### src/rtl/pwm_pkg.sv
// pwm_pkg: shared definitions for the multi-channel PWM core.
//   DUTY_MAX  - largest accepted duty value (percent)
//   eng_state_t - states of the serial threshold engine
//   prod_w()  - width of the period*duty product
//   pow5_lut() - period multiplier 5^idx for idx = 0..3
package pwm_pkg;

    localparam int DUTY_MAX = 100;

    typedef enum logic [2:0] {
        ST_IDLE,
        ST_MUL,
        ST_DIV,
        ST_STORE,
        ST_DONE
    } eng_state_t;

    // A 7-bit duty times a CNT_W-bit period needs CNT_W+7 bits.
    function automatic int prod_w(input int cnt_w);
        return cnt_w + 7;
    endfunction

    function automatic logic [6:0] pow5_lut(input logic [1:0] idx);
        case (idx)
            2'd0:    return 7'd1;
            2'd1:    return 7'd5;
            2'd2:    return 7'd25;
            default: return 7'd125;
        endcase
    endfunction

endpackage

### src/rtl/pwm_multi_core_if.sv
// pwm_multi_core_if: configuration bus of the multi-channel PWM core.
//   cfg_we/cfg_ch/cfg_duty - per-channel duty write (percent)
//   per_we/per_pow2/per_pow5 - period scale write
//   cfg_busy - engine running or a staged set awaits its period boundary
// master drives the writes, slave is the PWM core.
interface pwm_multi_core_if #(
    parameter int NUM_CH = 4
);
    localparam int CH_W = (NUM_CH > 1) ? $clog2(NUM_CH) : 1;

    logic            cfg_we;
    logic [CH_W-1:0] cfg_ch;
    logic [6:0]      cfg_duty;
    logic            per_we;
    logic [1:0]      per_pow2;
    logic [1:0]      per_pow5;
    logic            cfg_busy;

    modport master (
        output cfg_we, cfg_ch, cfg_duty, per_we, per_pow2, per_pow5,
        input  cfg_busy
    );

    modport slave (
        input  cfg_we, cfg_ch, cfg_duty, per_we, per_pow2, per_pow5,
        output cfg_busy
    );
endinterface

### src/rtl/pwm_div100.sv
// pwm_div100: serial restoring divider by 100, one quotient bit per clock.
//   start    - load dividend and begin (ignored while running)
//   dividend - W-bit unsigned value
//   done     - high in the cycle that computes the last quotient bit;
//              quotient is final from the following cycle on
//   quotient - low QW bits of floor(dividend / 100)
module pwm_div100
    import pwm_pkg::*;
#(
    parameter int W  = 39,
    parameter int QW = 32
) (
    input  logic          clk,
    input  logic          rst,
    input  logic          start,
    input  logic [W-1:0]  dividend,
    output logic          done,
    output logic [QW-1:0] quotient
);
    localparam int CW = $clog2(W + 1);

    // shreg shifts dividend bits out at the top and quotient bits in at the bottom
    logic [W-1:0]  shreg;
    logic [6:0]    rem;
    logic [CW-1:0] cnt;
    logic          running;
    logic [7:0]    trial;
    logic          fits;

    always_comb begin
        trial = {rem, shreg[W-1]};
        fits  = (trial >= 8'(DUTY_MAX));
    end

    assign done     = running && (cnt == CW'(1));
    assign quotient = shreg[QW-1:0];

    always_ff @(posedge clk) begin
        if (rst) begin
            running <= 1'b0;
            cnt     <= '0;
            shreg   <= '0;
            rem     <= '0;
        end else if (start && !running) begin
            shreg   <= dividend;
            rem     <= '0;
            cnt     <= CW'(W);
            running <= 1'b1;
        end else if (running) begin
            shreg <= {shreg[W-2:0], fits};
            rem   <= fits ? 7'(trial - 8'(DUTY_MAX)) : trial[6:0];
            cnt   <= cnt - CW'(1);
            if (cnt == CW'(1)) begin
                running <= 1'b0;
            end
        end
    end
endmodule

### src/rtl/pwm_multi_core.sv
// pwm_multi_core: NUM_CH PWM outputs sharing one period counter.
//   clk, rst     - clock, synchronous active-high reset
//   cfg          - configuration bus (slave side): duty/period writes, cfg_busy
//   period_start - high in the cycle where the counter is 0
//   period_count - active period length in clk cycles
//   pwm_out      - registered PWM outputs, one cycle behind the counter
// Writes land in shadow registers; a serial engine turns them into on/start
// tick thresholds, and the whole set is swapped in at a period boundary.
module pwm_multi_core
    import pwm_pkg::*;
#(
    parameter int                NUM_CH      = 4,
    parameter int                CNT_W       = 32,
    parameter int                BASE_DIV    = 1000,
    parameter logic [NUM_CH-1:0] CENTER_MASK = 4'hF,
    parameter logic [NUM_CH-1:0] POL_MASK    = 4'h0
) (
    input  logic               clk,
    input  logic               rst,
    pwm_multi_core_if.slave    cfg,
    output logic               period_start,
    output logic [CNT_W-1:0]   period_count,
    output logic [NUM_CH-1:0]  pwm_out
);
    localparam int CH_W   = (NUM_CH > 1) ? $clog2(NUM_CH) : 1;
    localparam int PROD_W = prod_w(CNT_W);

    function automatic logic [CNT_W-1:0] period_of(input logic [1:0] p2,
                                                   input logic [1:0] p5);
        logic [CNT_W-1:0] base;
        base = CNT_W'(BASE_DIV) << p2;
        return base * CNT_W'(pow5_lut(p5));
    endfunction

    // shadow registers
    logic [6:0]        shadow_duty [NUM_CH];
    logic [1:0]        shadow_pow2;
    logic [1:0]        shadow_pow5;
    logic              dirty;
    logic              duty_wr;

    // engine
    eng_state_t        state;
    logic [CH_W-1:0]   ch;
    logic [CNT_W-1:0]  snap_p;
    logic [6:0]        snap_duty [NUM_CH];
    logic [CNT_W-1:0]  staged_on [NUM_CH];
    logic [CNT_W-1:0]  staged_start [NUM_CH];
    logic [CNT_W-1:0]  staged_p;
    logic              staged_valid;
    logic              pass_start;
    logic              div_start;
    logic [PROD_W-1:0] div_dividend;
    logic              div_done;
    logic [CNT_W-1:0]  div_quot;

    // active set, counter and compare
    logic [CNT_W-1:0]  count;
    logic [CNT_W-1:0]  act_on [NUM_CH];
    logic [CNT_W-1:0]  act_start [NUM_CH];
    logic              wrap;
    logic              commit;
    logic [NUM_CH-1:0] raw;

    assign duty_wr    = cfg.cfg_we && (cfg.cfg_duty <= 7'(DUTY_MAX))
                        && (int'(cfg.cfg_ch) < NUM_CH);
    // A pass may only begin once the previous staged set has been committed.
    assign pass_start = (state == ST_IDLE) && dirty && !staged_valid;
    assign cfg.cfg_busy = (state != ST_IDLE) || dirty || staged_valid;

    always_ff @(posedge clk) begin
        if (rst) begin
            dirty       <= 1'b0;
            shadow_pow2 <= '0;
            shadow_pow5 <= '0;
            for (int i = 0; i < NUM_CH; i++) begin
                shadow_duty[i] <= '0;
            end
        end else begin
            if (duty_wr) begin
                shadow_duty[cfg.cfg_ch] <= cfg.cfg_duty;
            end
            if (cfg.per_we) begin
                shadow_pow2 <= cfg.per_pow2;
                shadow_pow5 <= cfg.per_pow5;
            end
            // A write in the same cycle as the snapshot keeps dirty set, so the
            // pass that just started will be discarded and rerun.
            if (duty_wr || cfg.per_we) begin
                dirty <= 1'b1;
            end else if (pass_start) begin
                dirty <= 1'b0;
            end
        end
    end

    // The divider is loaded at the end of MUL, so DIV lasts exactly PROD_W cycles.
    assign div_start    = (state == ST_MUL);
    assign div_dividend = PROD_W'(snap_p) * PROD_W'(snap_duty[ch]);

    pwm_div100 #(
        .W  (PROD_W),
        .QW (CNT_W)
    ) u_div (
        .clk      (clk),
        .rst      (rst),
        .start    (div_start),
        .dividend (div_dividend),
        .done     (div_done),
        .quotient (div_quot)
    );

    always_ff @(posedge clk) begin
        if (rst) begin
            state        <= ST_IDLE;
            ch           <= '0;
            snap_p       <= CNT_W'(BASE_DIV);
            staged_p     <= CNT_W'(BASE_DIV);
            staged_valid <= 1'b0;
            for (int i = 0; i < NUM_CH; i++) begin
                snap_duty[i]    <= '0;
                staged_on[i]    <= '0;
                staged_start[i] <= '0;
            end
        end else begin
            if (commit) begin
                staged_valid <= 1'b0;
            end
            case (state)
                ST_IDLE: begin
                    if (pass_start) begin
                        snap_p <= period_of(shadow_pow2, shadow_pow5);
                        for (int i = 0; i < NUM_CH; i++) begin
                            snap_duty[i] <= shadow_duty[i];
                        end
                        ch    <= '0;
                        state <= ST_MUL;
                    end
                end
                ST_MUL: begin
                    state <= ST_DIV;
                end
                ST_DIV: begin
                    if (div_done) begin
                        state <= ST_STORE;
                    end
                end
                ST_STORE: begin
                    staged_on[ch]    <= div_quot;
                    staged_start[ch] <= CENTER_MASK[ch] ? ((snap_p - div_quot) >> 1) : '0;
                    if (ch == CH_W'(NUM_CH - 1)) begin
                        state <= ST_DONE;
                    end else begin
                        ch    <= ch + CH_W'(1);
                        state <= ST_MUL;
                    end
                end
                ST_DONE: begin
                    // A write during the pass makes this set stale: drop it.
                    if (!dirty) begin
                        staged_valid <= 1'b1;
                        staged_p     <= snap_p;
                    end
                    state <= ST_IDLE;
                end
                default: begin
                    state <= ST_IDLE;
                end
            endcase
        end
    end

    assign wrap   = (count == period_count - CNT_W'(1));
    assign commit = wrap && staged_valid;

    always_comb begin
        raw = '0;
        for (int i = 0; i < NUM_CH; i++) begin
            raw[i] = (act_on[i] != '0) && (count >= act_start[i])
                     && (count < act_start[i] + act_on[i]);
        end
    end

    always_ff @(posedge clk) begin
        if (rst) begin
            count        <= '0;
            period_count <= CNT_W'(BASE_DIV);
            period_start <= 1'b0;
            pwm_out      <= POL_MASK;
            for (int i = 0; i < NUM_CH; i++) begin
                act_on[i]    <= '0;
                act_start[i] <= '0;
            end
        end else begin
            count        <= wrap ? '0 : count + CNT_W'(1);
            period_start <= wrap;
            pwm_out      <= raw ^ POL_MASK;
            if (commit) begin
                period_count <= staged_p;
                for (int i = 0; i < NUM_CH; i++) begin
                    act_on[i]    <= staged_on[i];
                    act_start[i] <= staged_start[i];
                end
            end
        end
    end
endmodule

### src/flat_wrapper.sv
// flat-port wrapper written by rule: the top's interface ports become plain ports
module pwm_multi_core_flat import pwm_pkg::*;
#(
    parameter int                NUM_CH      = 4,
    parameter int                CNT_W       = 32,
    parameter int                BASE_DIV    = 1000,
    parameter logic [NUM_CH-1:0] CENTER_MASK = 4'hF,
    parameter logic [NUM_CH-1:0] POL_MASK    = 4'h0
)
  (clk, rst, period_start, period_count, pwm_out, cfg_cfg_we, cfg_cfg_ch, cfg_cfg_duty, cfg_per_we, cfg_per_pow2, cfg_per_pow5, cfg_cfg_busy);
  pwm_multi_core_if #(.NUM_CH(NUM_CH)) cfg_i ();
  input  logic clk;
  input  logic rst;
  output logic period_start;
  output logic [CNT_W-1:0] period_count;
  output logic [NUM_CH-1:0] pwm_out;
  input wire logic [$bits(cfg_i.cfg_we)-1:0] cfg_cfg_we;
  input wire logic [$bits(cfg_i.cfg_ch)-1:0] cfg_cfg_ch;
  input wire logic [$bits(cfg_i.cfg_duty)-1:0] cfg_cfg_duty;
  input wire logic [$bits(cfg_i.per_we)-1:0] cfg_per_we;
  input wire logic [$bits(cfg_i.per_pow2)-1:0] cfg_per_pow2;
  input wire logic [$bits(cfg_i.per_pow5)-1:0] cfg_per_pow5;
  output wire logic [$bits(cfg_i.cfg_busy)-1:0] cfg_cfg_busy;
  assign cfg_i.cfg_we = cfg_cfg_we;
  assign cfg_i.cfg_ch = cfg_cfg_ch;
  assign cfg_i.cfg_duty = cfg_cfg_duty;
  assign cfg_i.per_we = cfg_per_we;
  assign cfg_i.per_pow2 = cfg_per_pow2;
  assign cfg_i.per_pow5 = cfg_per_pow5;
  assign cfg_cfg_busy = cfg_i.cfg_busy;
  pwm_multi_core #(.NUM_CH(NUM_CH), .CNT_W(CNT_W), .BASE_DIV(BASE_DIV), .CENTER_MASK(CENTER_MASK), .POL_MASK(POL_MASK)) u_core (.clk(clk), .rst(rst), .cfg(cfg_i), .period_start(period_start), .period_count(period_count), .pwm_out(pwm_out));
endmodule
### config.mk
export PLATFORM = sky130hd
export DESIGN_NAME = pwm_multi_core_flat
export DESIGN_NICKNAME = d
export VERILOG_FILES = /design/src/rtl/pwm_pkg.sv /design/src/rtl/pwm_multi_core_if.sv /design/src/rtl/pwm_div100.sv /design/src/rtl/pwm_multi_core.sv /design/src/flat_wrapper.sv
export SDC_FILE = /design/constraint.sdc
export NUM_CORES = 2
export LEC_CHECK = 0
export ABC_AREA = 1
export CORE_MARGIN = 4
export CORE_UTILIZATION = 38
export CTS_CLUSTER_SIZE = 28
export DETAILED_ROUTE_END_ITERATION = 6
export SLEW_MARGIN = 10
export SYNTH_ARGS = -nofsm -noshare
export SYNTH_HDL_FRONTEND = slang
export SYNTH_SLANG_ARGS = --single-unit
### constraint.sdc
create_clock -name clk -period 17.6 [get_ports clk]
set_input_delay 5.28 -clock clk [delete_from_list [all_inputs] [get_ports clk]]
set_output_delay 5.28 -clock clk [all_outputs]
set_load 0.005 [all_outputs]
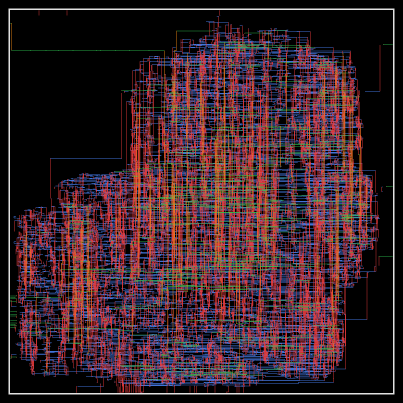
Figure 1: signal wires by layer.
Key: orange = met4 [wire length 8280 um]; green = met3 [wire length 9650 um]; blue = met1 [wire length 66.8 mm]; red = met2 [wire length 67.5 mm]
post-DR wirelength/cell: 20.2 um
Vias: 39200
wirelength, routed: 152000 um

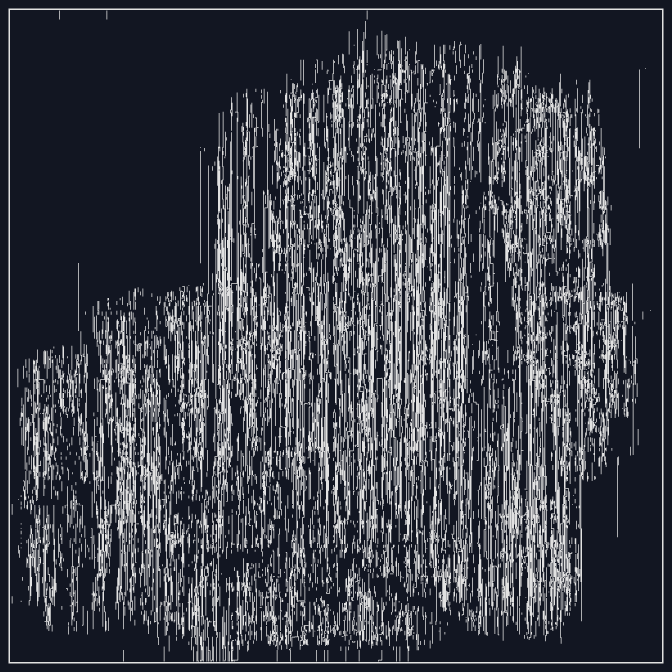
Figure 2: met2 routing.
5034 nets have wire on it. The layer carries 67.5 mm of wire. The longest straight run is 149 um.
met2 Track Usage GR: 0.352

==> results_dict.tcl <==
# flow metrics
set metrics [dict create \
    finalClockPeriodUsage 0.459 \
    grt_antenna_before_repair 3 \
    place_ws_ns 8.93 \
    rsz0062_at_grt "no" \
    fa_ha_area_frac 0.173 \
    final_area_sq_um 53900 \
    crit_slowest_cell "buf_4" \
    fin_setup_tns_ns 0 \
    antenna_left 0 \
    hold_path_class "flop to flop" \
    ff_latch_area_sq_um 20000 \
    top_cell_area_share 0.344 \
    top_power_group "combinational logic" \
    cp.arrival_ns 8.43 \
    p_clk_frac 0.271 \
    layout.cells.most_common_list "inv_1 (1028), nor2_1 (876), nand2_1 (807)" \
    fin_crit_ns 8.08 \
    top_cells_by_area "edfxtp_1 (34%), ha_1 (13%), inv_1 (7.9%)" \
    post_dp_cell_area_sq_um 51200 \
    worstHoldEndpoint "u_core.count[0]" \
    pwr-share-seq 0.320 \
    highest_layer "met4" \
    yosysWarnings 0 \
    root_buffer "clkbuf_16" \
    die_x_um 367 \
    rows 131 \
    p_leak_nw 24.4 \
    p_comb_w 0.00259 \
    top_cell "inv_1" \
    status "finished, final reports clean" \
    slew_headroom 0.105 \
    topCombFamilyByArea "simple AND/OR/NAND/NOR gates" \
    drc 0 \
    met1_length_um 66800 \
    mux_area_frac 0 \
    cpPeakStageDelay_ns 0.76 \
    hold_buffers 0 \
    whs_path_depth 1 \
    grt_pass1_vias 37900 \
    dieArea_sq_um 134000 \
    ys_cells 5740 \
    cp_common_cell "buf_4" \
    ir_worst_vdd_uv 145 \
    path_cells "buf_2 -> inv_2 -> nand3_4 -> buf_4 -> buf_4 -> nor2_1" \
    gp_congestion 0.937 \
    cp-end-kind "flop" \
    clock_sinks 720 \
    reg2reg_to "u_core.act_start[2][25]" \
    dp_cells 7390 \
    avgSynthCellArea_sq_um 8.51 \
    pwr_density_cell_nw_per_um2 117 \
    io_pins 55 \
    grt_pass1_wl_um 230000 \
    grt_remaining_overflow 0 \
    yosys_area_sq_um 48800 \
    routed-wl-met3_um 9650 \
    worst_setup_path_start_kind "input port" \
    setup_ws_ns 9.52 \
    fp_util 0.383 \
    core_area_sq_um 128000 \
    vias_per_cell 5.19 \
    biggestRegsByFlops "u_core.act_on: 128 flops, u_core.staged_on: 128 flops" \
    synthTopCellsByCount "inv_1 (1029), nor2_1 (876), nand2_1 (814), edfxtp_1 (560), ha_1 (497)" \
    criticalPathCategory "input port to flop" \
    clk_path_buf_depth 3 \
    dr.pass1.iters 5 \
    cts_tree "done" \
    clk-power_w 0.00171 \
    hp-start "u_core.count[0]" \
    slew_viol_final 0 \
    drive_above_1_share 0.0522 \
    drv_cap 0 \
    worstPathMaxFanout 67 \
    clk_pin_slew_worst_paths_ns 0.05 \
    synth-main-ff-cell "edfxtp_1" \
    synth_seq_share 0.410 \
    r2r_cells 14 \
    ctsResizeCount 0 \
    syn_inst 5740 \
    syn-cell-area_sq_um 48800 \
    drtIter0Drc 3620 \
    worstPathRequired_ns 17.95 \
    numPortBuffers 41 \
    cts_setup_buffers 0 \
    synth_cell_types 58 \
    warnings 34 \
    tightest_slew_ns 1.34 \
    critPathTopFamily "buffers and inverters" \
    whs_ns 0.451 \
    h-tree-depth 3 \
    ys_seq_elements 720 \
    fmax_mhz 124 \
    synth-xor-area-share 0.0330 \
    nets 6437 \
    p_total_w 0.00632 \
    die_h_um 367 \
    areaGrowthSynthToFinish_pct 10.3 \
    async_flop_share 0 \
    fin_cells 7541 \
    synth.cellmix.simpleShare 0.196 \
    synthAoiAreaFrac 0.0955 \
    edf_count 560 \
    reg2reg_slack_ns 11.35 \
]
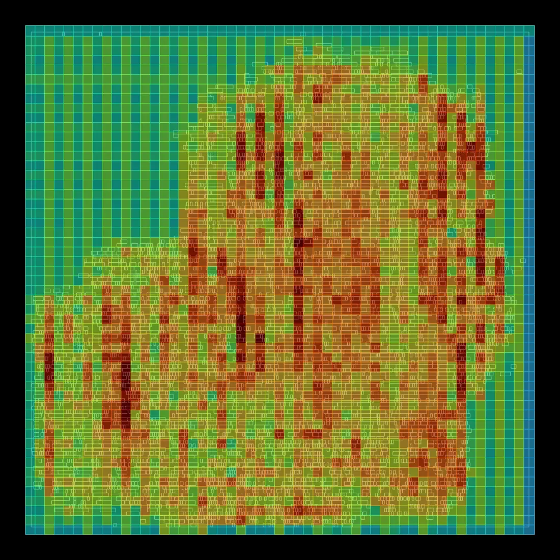
Figure 3: track usage over the die.
final core utilization: 0.422
met1 global-route usage: 0.303
Total GRT Usage: 0.223
GRT busiest layer: met2
grt met3 use: 0.0282

cell type report:
class                   instances  area share
clock buffers                 101      0.0398
well taps                    1662      0.0386
inverters                    1036      0.0722
clock inverters                48     0.00957
multi-input cells            3875       0.453
repair buffers                 97      0.0153
diodes                          2   0.0000929
flip-flops and latches        720       0.372
how the worst max path moves through the flow:
| stage | to | cells past startpoint | start |
|---|---|---|---|
| finish | u_core.act_start[3][24] | 6 | rst |
| global route | u_core.act_start[3][24] | 6 | rst |
| CTS | u_core.act_start[3][24] | 6 | rst |
| detailed placement | u_core.act_start[3][24] | 6 | rst |
| global placement | u_core.act_start[3][27] | 6 | rst |
| floorplan | u_core.act_on[0][0] | 5 | rst |
No activity file was given, so power comes from the tool's default toggle rates.
